### src/rtl/mem_stage.sv
// mem_stage: memory-access pipeline stage.
// Sits between the EX/MEM register and writeback. Each load or store is
// checked for alignment, then a single request is issued to the data memory
// and held until it is acknowledged. Store data and byte strobes are moved
// onto the correct byte lanes, and load data is extracted and extended. The
// writeback payload (rd, enable, data) is registered.
module mem_stage #(
    parameter int DATA_WIDTH = 64,
    parameter int RF_SIZE    = 5
) (
    input  logic                  clk_i,
    input  logic                  rst_i,
    input  logic [DATA_WIDTH-1:0] alures_i,
    input  logic                  erd_i,
    input  logic [RF_SIZE-1:0]    rd_i,
    input  logic                  ememr_i,
    input  logic                  ememw_i,
    input  logic [2:0]            memwid_i,
    input  logic [DATA_WIDTH-1:0] memdata_i,
    output logic                  stall_o,
    output logic                  dmem_req_o,
    output logic                  dmem_we_o,
    output logic [DATA_WIDTH-1:0] dmem_addr_o,
    output logic [DATA_WIDTH-1:0] dmem_wdata_o,
    output logic [7:0]            dmem_wstrb_o,
    input  logic                  dmem_ack_i,
    input  logic [DATA_WIDTH-1:0] dmem_rdata_i,
    output logic                  erd_o,
    output logic [RF_SIZE-1:0]    rd_o,
    output logic [DATA_WIDTH-1:0] wbdata_o,
    output logic                  misalign_o
);

    typedef enum logic {
        ST_IDLE = 1'b0,
        ST_WAIT = 1'b1
    } state_t;

    state_t               r_state;
    logic                 r_erd;
    logic [RF_SIZE-1:0]   r_rd;
    logic [2:0]           r_width;
    logic [2:0]           r_off;

    logic                  w_acc;
    logic [2:0]            w_off;
    logic                  w_mis;
    logic [7:0]            w_strb_base;
    logic [7:0]            w_wstrb;
    logic [DATA_WIDTH-1:0] w_wdata;
    logic [DATA_WIDTH-1:0] w_rshift;
    logic [DATA_WIDTH-1:0] w_load;

    // Extract and extend load data from a word already shifted down to lane 0.
    function automatic logic [DATA_WIDTH-1:0] extend_load(
        input logic [2:0]            width,
        input logic [DATA_WIDTH-1:0] sh
    );
        logic [DATA_WIDTH-1:0] res;
        case (width)
            3'b000:  res = {{(DATA_WIDTH-8){sh[7]}},   sh[7:0]};
            3'b001:  res = {{(DATA_WIDTH-16){sh[15]}}, sh[15:0]};
            3'b010:  res = {{(DATA_WIDTH-32){sh[31]}}, sh[31:0]};
            3'b011:  res = sh;
            3'b100:  res = {{(DATA_WIDTH-8){1'b0}},    sh[7:0]};
            3'b101:  res = {{(DATA_WIDTH-16){1'b0}},   sh[15:0]};
            3'b110:  res = {{(DATA_WIDTH-32){1'b0}},   sh[31:0]};
            default: res = {DATA_WIDTH{1'b0}};
        endcase
        return res;
    endfunction

    assign w_acc    = ememr_i | ememw_i;
    assign w_off    = alures_i[2:0];
    assign w_wdata  = memdata_i << {w_off, 3'b000};
    assign w_wstrb  = w_strb_base << w_off;
    assign w_rshift = dmem_rdata_i >> {r_off, 3'b000};
    assign w_load   = extend_load(r_width, w_rshift);

    // Alignment check: offset must be a multiple of the access size; code 111 is never legal.
    always_comb begin
        w_mis = 1'b0;
        case (memwid_i)
            3'b001, 3'b101: w_mis = w_off[0];
            3'b010, 3'b110: w_mis = |w_off[1:0];
            3'b011:         w_mis = |w_off;
            3'b111:         w_mis = w_acc;
            default:        w_mis = 1'b0;
        endcase
    end

    // Unshifted strobe pattern for the access size (unsigned codes share the signed sizes).
    always_comb begin
        w_strb_base = 8'h00;
        case (memwid_i[1:0])
            2'b00:   w_strb_base = 8'h01;
            2'b01:   w_strb_base = 8'h03;
            2'b10:   w_strb_base = 8'h0F;
            default: w_strb_base = 8'hFF;
        endcase
    end

    // Upstream hold: raised on the acceptance cycle and while waiting for ack; forced low in reset.
    always_comb begin
        stall_o = 1'b0;
        if (rst_i) begin
            stall_o = 1'b0;
        end else if (r_state == ST_IDLE) begin
            stall_o = w_acc & ~w_mis;
        end else begin
            stall_o = ~dmem_ack_i;
        end
    end

    // Access FSM: issues and holds the memory request, registers writeback payload and fault pulse.
    always_ff @(posedge clk_i or posedge rst_i) begin
        if (rst_i) begin
            r_state      <= ST_IDLE;
            r_erd        <= 1'b0;
            r_rd         <= {RF_SIZE{1'b0}};
            r_width      <= 3'b000;
            r_off        <= 3'b000;
            dmem_req_o   <= 1'b0;
            dmem_we_o    <= 1'b0;
            dmem_addr_o  <= {DATA_WIDTH{1'b0}};
            dmem_wdata_o <= {DATA_WIDTH{1'b0}};
            dmem_wstrb_o <= 8'h00;
            erd_o        <= 1'b0;
            rd_o         <= {RF_SIZE{1'b0}};
            wbdata_o     <= {DATA_WIDTH{1'b0}};
            misalign_o   <= 1'b0;
        end else begin
            case (r_state)
                ST_IDLE: begin
                    misalign_o <= 1'b0;
                    if (!w_acc) begin
                        erd_o    <= erd_i;
                        rd_o     <= rd_i;
                        wbdata_o <= alures_i;
                    end else if (w_mis) begin
                        erd_o      <= 1'b0;
                        misalign_o <= 1'b1;
                    end else begin
                        r_erd        <= erd_i;
                        r_rd         <= rd_i;
                        r_width      <= memwid_i;
                        r_off        <= w_off;
                        dmem_req_o   <= 1'b1;
                        dmem_we_o    <= ememw_i;
                        dmem_addr_o  <= {alures_i[DATA_WIDTH-1:3], 3'b000};
                        dmem_wdata_o <= w_wdata;
                        dmem_wstrb_o <= ememw_i ? w_wstrb : 8'h00;
                        erd_o        <= 1'b0;
                        r_state      <= ST_WAIT;
                    end
                end
                ST_WAIT: begin
                    misalign_o <= 1'b0;
                    if (dmem_ack_i) begin
                        erd_o      <= r_erd;
                        rd_o       <= r_rd;
                        wbdata_o   <= dmem_we_o ? {DATA_WIDTH{1'b0}} : w_load;
                        dmem_req_o <= 1'b0;
                        r_state    <= ST_IDLE;
                    end else begin
                        erd_o <= 1'b0;
                    end
                end
                default: begin
                    r_state    <= ST_IDLE;
                    dmem_req_o <= 1'b0;
                    erd_o      <= 1'b0;
                    misalign_o <= 1'b0;
                end
            endcase
        end
    end

endmodule

### config.mk
export PLATFORM = sky130hd
export DESIGN_NAME = mem_stage
export DESIGN_NICKNAME = d
export VERILOG_FILES = /design/src/rtl/mem_stage.sv
export SDC_FILE = /design/constraint.sdc
export NUM_CORES = 1
export LEC_CHECK = 0
export CORE_MARGIN = 3
export CORE_UTILIZATION = 35
export CTS_BUF_LIST = sky130_fd_sc_hd__clkbuf_4 sky130_fd_sc_hd__clkbuf_8
export CTS_CLUSTER_DIAMETER = 60
export DETAILED_ROUTE_END_ITERATION = 16
export PLACE_DENSITY = 0.63
export SLEW_MARGIN = 15
export SYNTH_ARGS = -nofsm -noshare
export SYNTH_HDL_FRONTEND = slang
export SYNTH_SLANG_ARGS = --single-unit
### constraint.sdc
create_clock -name clk_i -period 7.62 [get_ports clk_i]
set_input_delay 0.762 -clock clk_i [delete_from_list [all_inputs] [get_ports clk_i]]
set_output_delay 0.762 -clock clk_i [all_outputs]
set_load 0.005 [all_outputs]
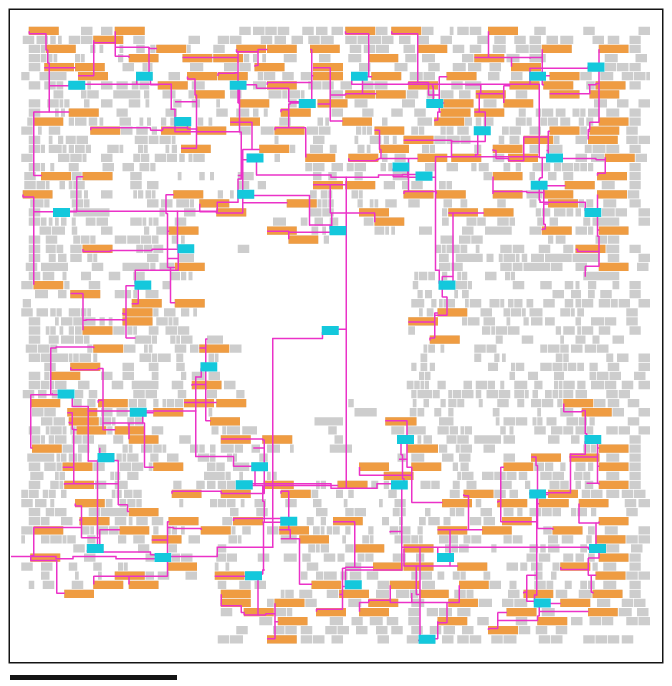
run_1/clock_map.png
Scale bar: 50 µm.
Key: magenta = clock wires [length 3590 µm]; orange = flip-flops [count 219]; cyan = cells driving clock nets [count 42]
There are 43 routed clock nets.
Clock Power Share: 0.265
Skew-Pair Late Insertion Delay: 0.56 ns
clk_skew: 0.0252 ns
Clk. pwr: 1.29 mW

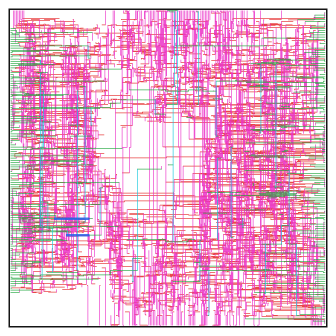
run_1/metal_stack.png
Key: blue = met5 [wire length 33.1 µm]; magenta = met2 [wire length 24.7 mm]; green = met3 [wire length 4540 µm]; red = met1 [wire length 19400 µm]; cyan = met4 [wire length 1300 µm]
drt wl/cell: 24.0 µm
via count: 11500
final wirelength: 50000 µm
Total GRT Usage: 0.250

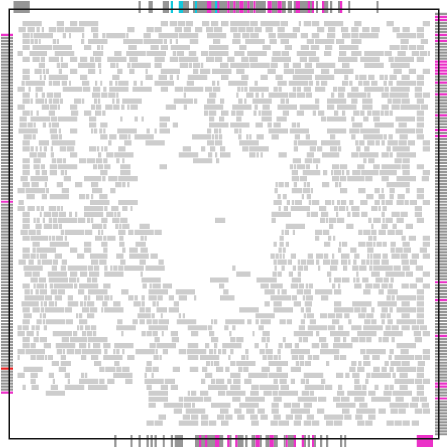
run_1/pins.png
Pins as bars across the die edge, other pins in gray.
Key: magenta = `alures_i` [pins 64, direction input, edge 22 south, 20 east, 19 north, 3 west]; cyan = `rd_i` [pins 5, direction input, edge north]; red = `clk_i` [pins 1, direction input, edge west]

==> out/results.ini, run 1 <==
[pwr]
power.total_mw=4.86
power_leakage_nw=7.59

[layout]
flops=219
final-clk-cell-share=0.0522
logic_gate_count=898
drive_gt1_frac=0.136
design_area_um2=17700
n_all_buffers=427
sh_seq_area=0.309
nets=1803
lay_top_cells=409 x clkdlybuf4s50_1, 217 x dfrtp_1, 120 x nand2_1
inv_count=9
ff_latch_area_um2=5480
nFillCells=3256
dominant-cell-class=logic gates
syn_to_final_growth_pct=41.5

[floorplanning]
die_h_um=195
dieArea_um2=38100
io_pins=416
die_w_um=195

[cts]
clockRootBuffer=clkbuf_8
clockBufferDepth=3
cts.clk_slew.worst_paths_ns=0.05
cts.sink_count=219
htree_num_levels=2
cts_hold_buffers=0

[place]
place_congestion=0.935
place_hpwl_um=36500
dpl.cell_count=2008
io_buffers=412

[timing]
slew-limit-headroom=0.259
min_period_ns=4.41
finalCritPeriodShare=0.579
slew_violations=0
rsz0062_at_grt=no

[routing]
drt_iter0_drc=623

[critical_path]
critPathKind=input pin to output port
reg2reg_depth=5
cp-startpoint=ememw_i

[grt]
grt_max_degree=102
antenna_found_initial=2

[yosys]
ys.flops=219
async_flop_share=1.00
synth.yosys.seq_area_share=0.437
synth_area_per_cell_um2=10.1

[status]
status=finished, final reports clean

[worst_hold_path]
hold_path_startpoint=dmem_wdata_o[28]
hold_depth=1

[run]
warning_count=28

## run 1: power breakdown
part           switching (mW)  leakage, nW  total [mW]  internal (mW)
sequential              0.201         2.75        1.66           1.46
clock                   0.520        0.489        1.29          0.768
combinational           0.896         4.35        1.91           1.01
total                    1.62         7.59        4.86           3.24
## run 1: stage by stage
stage | worst slack, ns | utilization | hold WS [ns]
4_1_cts | 3.24 | 0.509 | 0.478
5_1_grt | 3.02 | 0.509 | 0.485
2_1_floorplan | 0.854 | - | 0.467
6_report | 3.21 | 0.509 | 0.471
3_3_place_gp | 3.32 | 0.482 | 0.459
3_5_place_dp | 3.24 | 0.482 | 0.465
## run 1: cells by family (layout without fill, tap and decap cells)
| group | count (synthesis) | in the layout | synth area share |
|---|---|---|---|
| mux | 207 | 207 | 0.190 |
| other cells | 1 | 3 | 0.000299 |
| flops | 219 | 219 | 0.437 |
| compound gates | 378 | 378 | 0.199 |
| buf+inv | 130 | 509 | 0.0491 |
| simple gates | 310 | 310 | 0.125 |
## run 1: critical path, stage by stage
cell and delay [ns]:
clkdlybuf4s50_1 0.60, nor2_4 0.17, buf_4 0.51, nor2_1 0.18
nand3_4 0.49, o21ai_0 0.24, and2_1 0.21, clkdlybuf4s50_1 0.45
## run 1: state kept, by name, summed over array words and instances (netlist names), 3 cells and up
name          cells
r_width           3
dmem_addr_o      61
dmem_wstrb_o      8
dmem_wdata_o     64
r_off             3
r_rd              5
wbdata_o         64
rd_o              5
## run 1: routing by layer
metal | GRT usage | wire [µm] | part of all wire
met1 | 0.291 | 19400 | 0.39
met2 | 0.441 | 24700 | 0.49
met3 | 0.0807 | 4540 | 0.091
met4 | 0.0721 | 1300 | 0.026
met5 | 0 | 33 | 0.00066
==> run 1 -> run 2 <==
clock period = 4.2 ns   (was 7.62 ns; I/O delays follow)
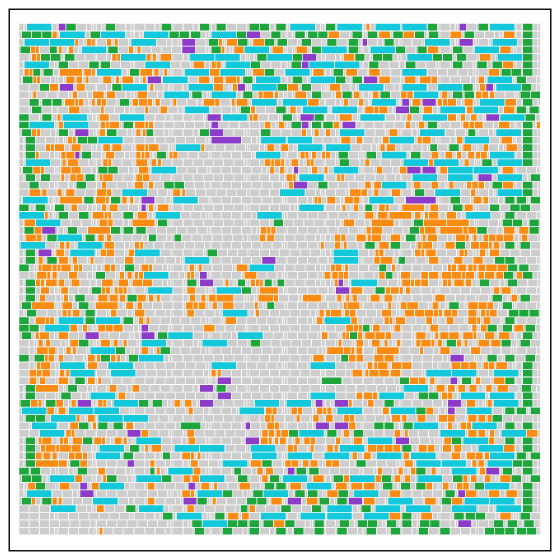
run_2/cell_classes.png
Fill, decap, tap and diode cells in gray.
Key: green = other buffers and delay cells [cells 433, share of their area 25%]; cyan = flip-flops [cells 219, share of their area 32%]; orange = all other logic [cells 907, share of their area 38%]; purple = clock drivers and dummy loads [cells 73, share of their area 5.1%]

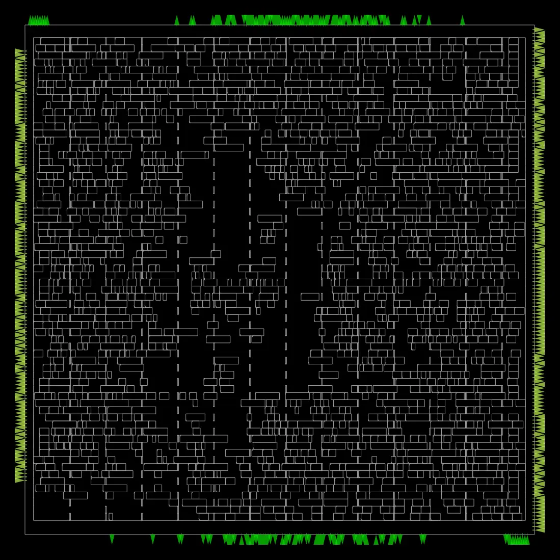
run_2/final_placement.png
post-layout util: 0.509
Rows: 68

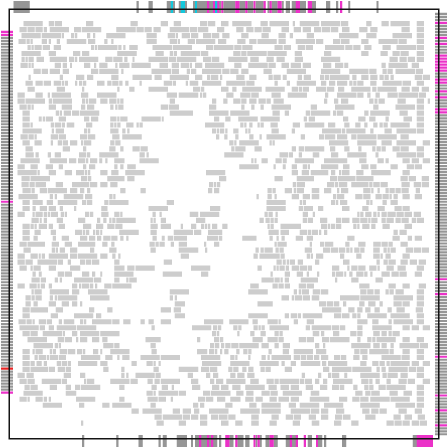
run_2/pins.png
Pins as bars across the die edge, other pins in gray.
Key: magenta = `alures_i` [pins 64, direction input, edge 22 south, 21 east, 17 north, 4 west]; red = `clk_i` [pins 1, direction input, edge west]; cyan = `rd_i` [pins 5, direction input, edge north]
Die H: 195 µm
Die Wd: 195 µm
I/O Buffers: 412

==> run 2 against run 1 <==
Against the previous run: synthesized area unchanged; via count is 0.47% higher; worst setup slack got worse by 2.5 ns; total power increased by 80%; register-to-register slack worse by 2.5 ns; hold slack lost 0.16 ns; sequential share of layout area about the same.
==> out/results.ini, run 2 <==
[pwr]
p_sw_mw=2.93  ; +81%
comb_cell_power_mw=3.42  ; +79%
switching_share=0.336  ; +0.00319
power_leakage_nw=7.59  ; about the same
comb_power_share=0.392  ; about the same

[grt]
grt_max_degree=203  ; +99%
grt_usage=0.254  ; +0.00390
antenna_found_initial=3  ; +1

[timing]
slew_violations=0  ; unchanged
slew-limit-headroom=0.253  ; -0.00637
fin_skew_ns=0.0123  ; -0.0128 ns
timing.hold.ws_ns=0.309  ; -0.162 ns

[run]
warning_count=33  ; +18%

[place]
place_hpwl_um=36900  ; +0.89%
place_congestion=0.888  ; -5.1%

[yosys]
aoi_share=0.199  ; unchanged
synth.yosys.seq_area_share=0.437  ; unchanged
fa_ha_area_frac=0  ; unchanged
synth_area_per_cell_um2=10.1  ; unchanged
async_flop_share=1.00  ; unchanged
ys.flops=219  ; unchanged
xor_share=0  ; unchanged

[status]
status=finished, final reports clean

[floorplanning]
dieArea_um2=38100  ; unchanged

[critical_path]
critPathKind=flip-flop to output port

[cts]
cts_hold_buffers=0  ; unchanged
clockBufferDepth=3  ; unchanged
clockRootBuffer=clkbuf_8

[layout]
syn_to_final_growth_pct=41.5  ; about the same
nFillCells=3265  ; +0.28%

[routing]
drt_iter0_drc=746  ; +20%
vias=11600  ; +0.47%

==> run 2: cell counts after synthesis <==
Identical to the previous run, type by type.
==> run 2: through the flow <==
stage / std cells / util / total power, mW / setup TNS (ns)
after floorplan: 1247 / - / 4.66 / -0.310
after global placement: 2014 / 0.484 / 6.48 / 0
after detailed placement: 2014 / 0.484 / 6.53 / 0
after CTS: 2087 / 0.509 / 8.81 / 0
after global routing: 2087 / 0.509 / 9.19 / 0
final: 2088 / 0.509 / 8.73 / 0
==> run 2: area by class of cell <==
type	instances	area, µm²	area share
multi-input combinational	898	6480	0.365
clock buffer	64	774	0.0436
clock inverter	9	97.6	0.00550
tap	455	569	0.0321
inverter	9	37.5	0.00212
timing repair buffer	433	4300	0.242
antenna	1	2.50	0.000141
sequential	219	5480	0.309
==> run 2: final timing paths <==
path                       cells past startpoint              from  slack, ns                to
max reg2reg                                    6          r_off[1]       1.18      wbdata_o[20]
max                                            5           r_state       0.68           stall_o
max in group asynchronous                      4             rst_i       2.28      wbdata_o[26]
min                                            3       alures_i[1]       0.31       wbdata_o[1]
min reg2reg                                    1  dmem_wdata_o[24]       0.47  dmem_wdata_o[24]
min in group asynchronous                      3             rst_i       0.50   dmem_addr_o[41]
==> run 2: critical path, cell delays in order (launching register included) <==
cell	delay, ns
dfrtp_1	0.68
inv_2	0.41
buf_4	0.36
o21ai_0	0.41
and2_1	0.19
clkdlybuf4s50_1	0.50
==> run 2: layer usage <==
| layer | routed length (µm) | part of all wire | track usage |
|---|---|---|---|
| met4 | 1650 | 0.033 | 0.0819 |
| met2 | 24600 | 0.49 | 0.438 |
| met3 | 4570 | 0.091 | 0.0811 |
| met1 | 19200 | 0.38 | 0.300 |
| met5 | 47 | 0.00094 | 0 |
Power and IR drop assume default switching activity.
